Figure 1. Clock nets.
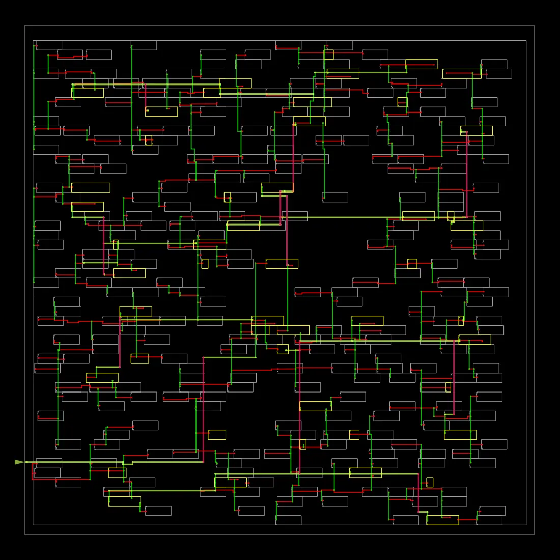
Figure 2. Sequential cells grouped by signal name.
Scale bar: 50 um. Other sequential cells in the stronger gray, the rest of the logic in the fainter gray.
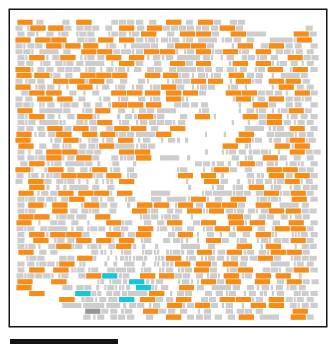
Figure 3. Cell sizes after repair.
Scale bar: 50 um.
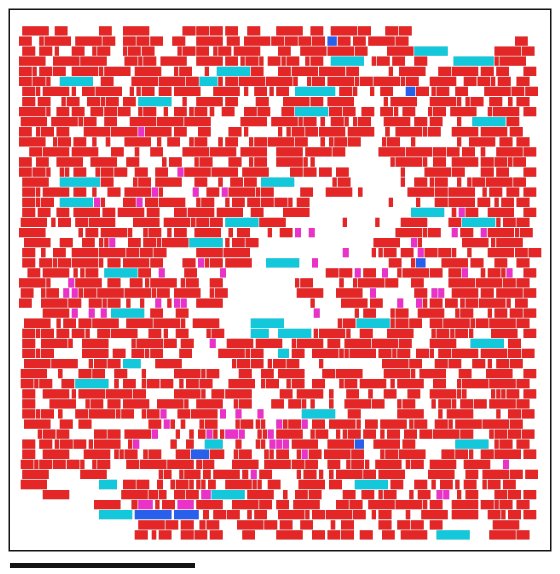
Figure 4. Clock wires, drivers and flops.
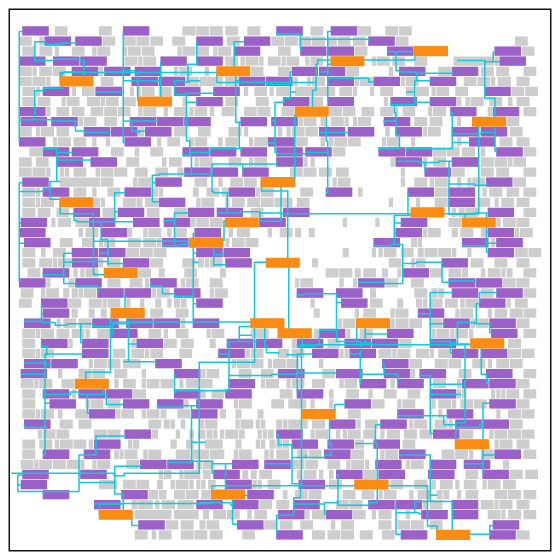
Design demux_collect_16, sky130hd; sources not shown.
==> out/summary.txt <==
Post-Syn Instances -> 900
Die Area -> 21200 um^2
Top cells, area -> dfxtp_1, mux2i_1, nor2_1
Filler Cell Count -> 1561
Initial antenna violation count -> 0
Cell family with most CP delay -> buffers and inverters
Wl on met1 -> 11900 um
Xor+xnor area frac -> 0.000928
Yosys stat cell total -> 900
Final Hold Viols -> 0
# clk buffers -> 35
Sw Share -> 0.220
Final WS setup -> 126 ps
Vias in the first global route -> 7340
Met3 Usage GRT -> 0.0947
H-tree level count -> 1
Arrival time at the worst endpoint -> 3250 ps
Top cells by count -> nor2_1, dfxtp_1, mux2i_1
DRT antenna net count -> 0
Top pwr grp -> sequential cells
Total power -> 7320 uW
Comb area leader -> multiplexers
IO buf count -> 282
Slowest stage delay, CP -> 560 ps
Largest net degree at the start of global routing -> 15
Slew headroom -> 0.476
Worst setup SP type -> input pin
CTS tree -> done
Status -> completed
Non-clock buffers, area share -> 0.235
Root buffer cell -> clkbuf_16
Int Power -> 5710 uW
Metal2 WL -> 13100 um
Dpl ws -> -690 ps
Flop pwr share -> 0.487
Routed Wire Length -> 28200 um
Number of flip-flops in the largest register -> 256
Levels on crit path -> 8
Count leader, synth -> nor2_1
Gr usage total -> 0.256
Synthesized area -> 9440 um^2
R2r worst-path depth -> 7
Number of enable flip-flop cells -> 0
Ant diodes -> 0
Clock Pin Slew Worst Setup and Hold Paths -> 60 ps
Buf/Inv on CP -> 3
Adder share -> 0.00133
Most numerous logic cell after layout -> clkdlybuf4s50_1
Met1 Resource Use GR -> 0.322
Fraction of layout cells with a size suffix above 1 -> 0.0870
Syn Area/Cell -> 10.5 um^2
Final worst path period share -> 0.957
DP HPWL -> 20100 um
Total grt overflow -> 0
CP Data Required Time -> 3370 ps
Gp weighted congestion -> 0.804
Die height -> 146 um
DR vias/cell -> 4.98
Worst R2R Setup Slack -> 570 ps
Fin nets -> 1232
Post-DP Area -> 12600 um^2
Final hold slack -> 490 ps
Post-CTS sizing -> 1
IO Pins -> 284
Setup violators final -> 0
GR peak layer -> met2
Post-route insts no fill -> 1495
# Post-CTS Setup Buffers -> 0
Highest routed metal layer -> met4
Setup tns final -> 0 ps
Switching Power -> 1610 uW
Max Root-Sink Buffers -> 3
Flops -> 262
VDD IR max -> 489 uV
HP Class -> reg2reg
Post-Synth AOI/OAI Area -> 0.00530
GRT met2 Usage -> 0.425
Die Span X -> 146 um
YS warnings -> 6
Combinational Power -> 290 uW
Synth flops -> 262
# Max-Cap Violations -> 0
Top class by area -> flip-flops and latches
-- Figure 1 (at the start) --
CTS sink cnt: 262
Latency at later pin: 530 ps
clock skew: 13.4 ps
clock group power: 3470 uW

-- Figure 2 (at the start) --
color	netlist name	placed flops
cyan	wr_index	5
orange	g_slot.slot_q	256
Reg area: 5250 um^2
Seq/total area: 0.388
Layout Utilization: 0.690
sequential power: 3560 uW

-- Figure 3 (at the start) --
color	size	cells	share
cyan	_6 and larger	36	2.9%
magenta	_2 cells	64	5.2%
red	_0 and _1 cells	1123	91%
blue	_3 and _4 cells	7	0.57%
Layout area overhead: 43.2%
count of plain and timing-repair buffers: 358
Final Instance Area: 13500 um^2

-- Figure 4 (at the start) --
[cyan] clock wires | length: 2960 um
[orange] clock drivers | count: 27
[purple] flip-flops | count: 262
flops lie	widely spread
routed clock nets	28
clock power share: 0.474

Power and IR drop assume default switching activity.
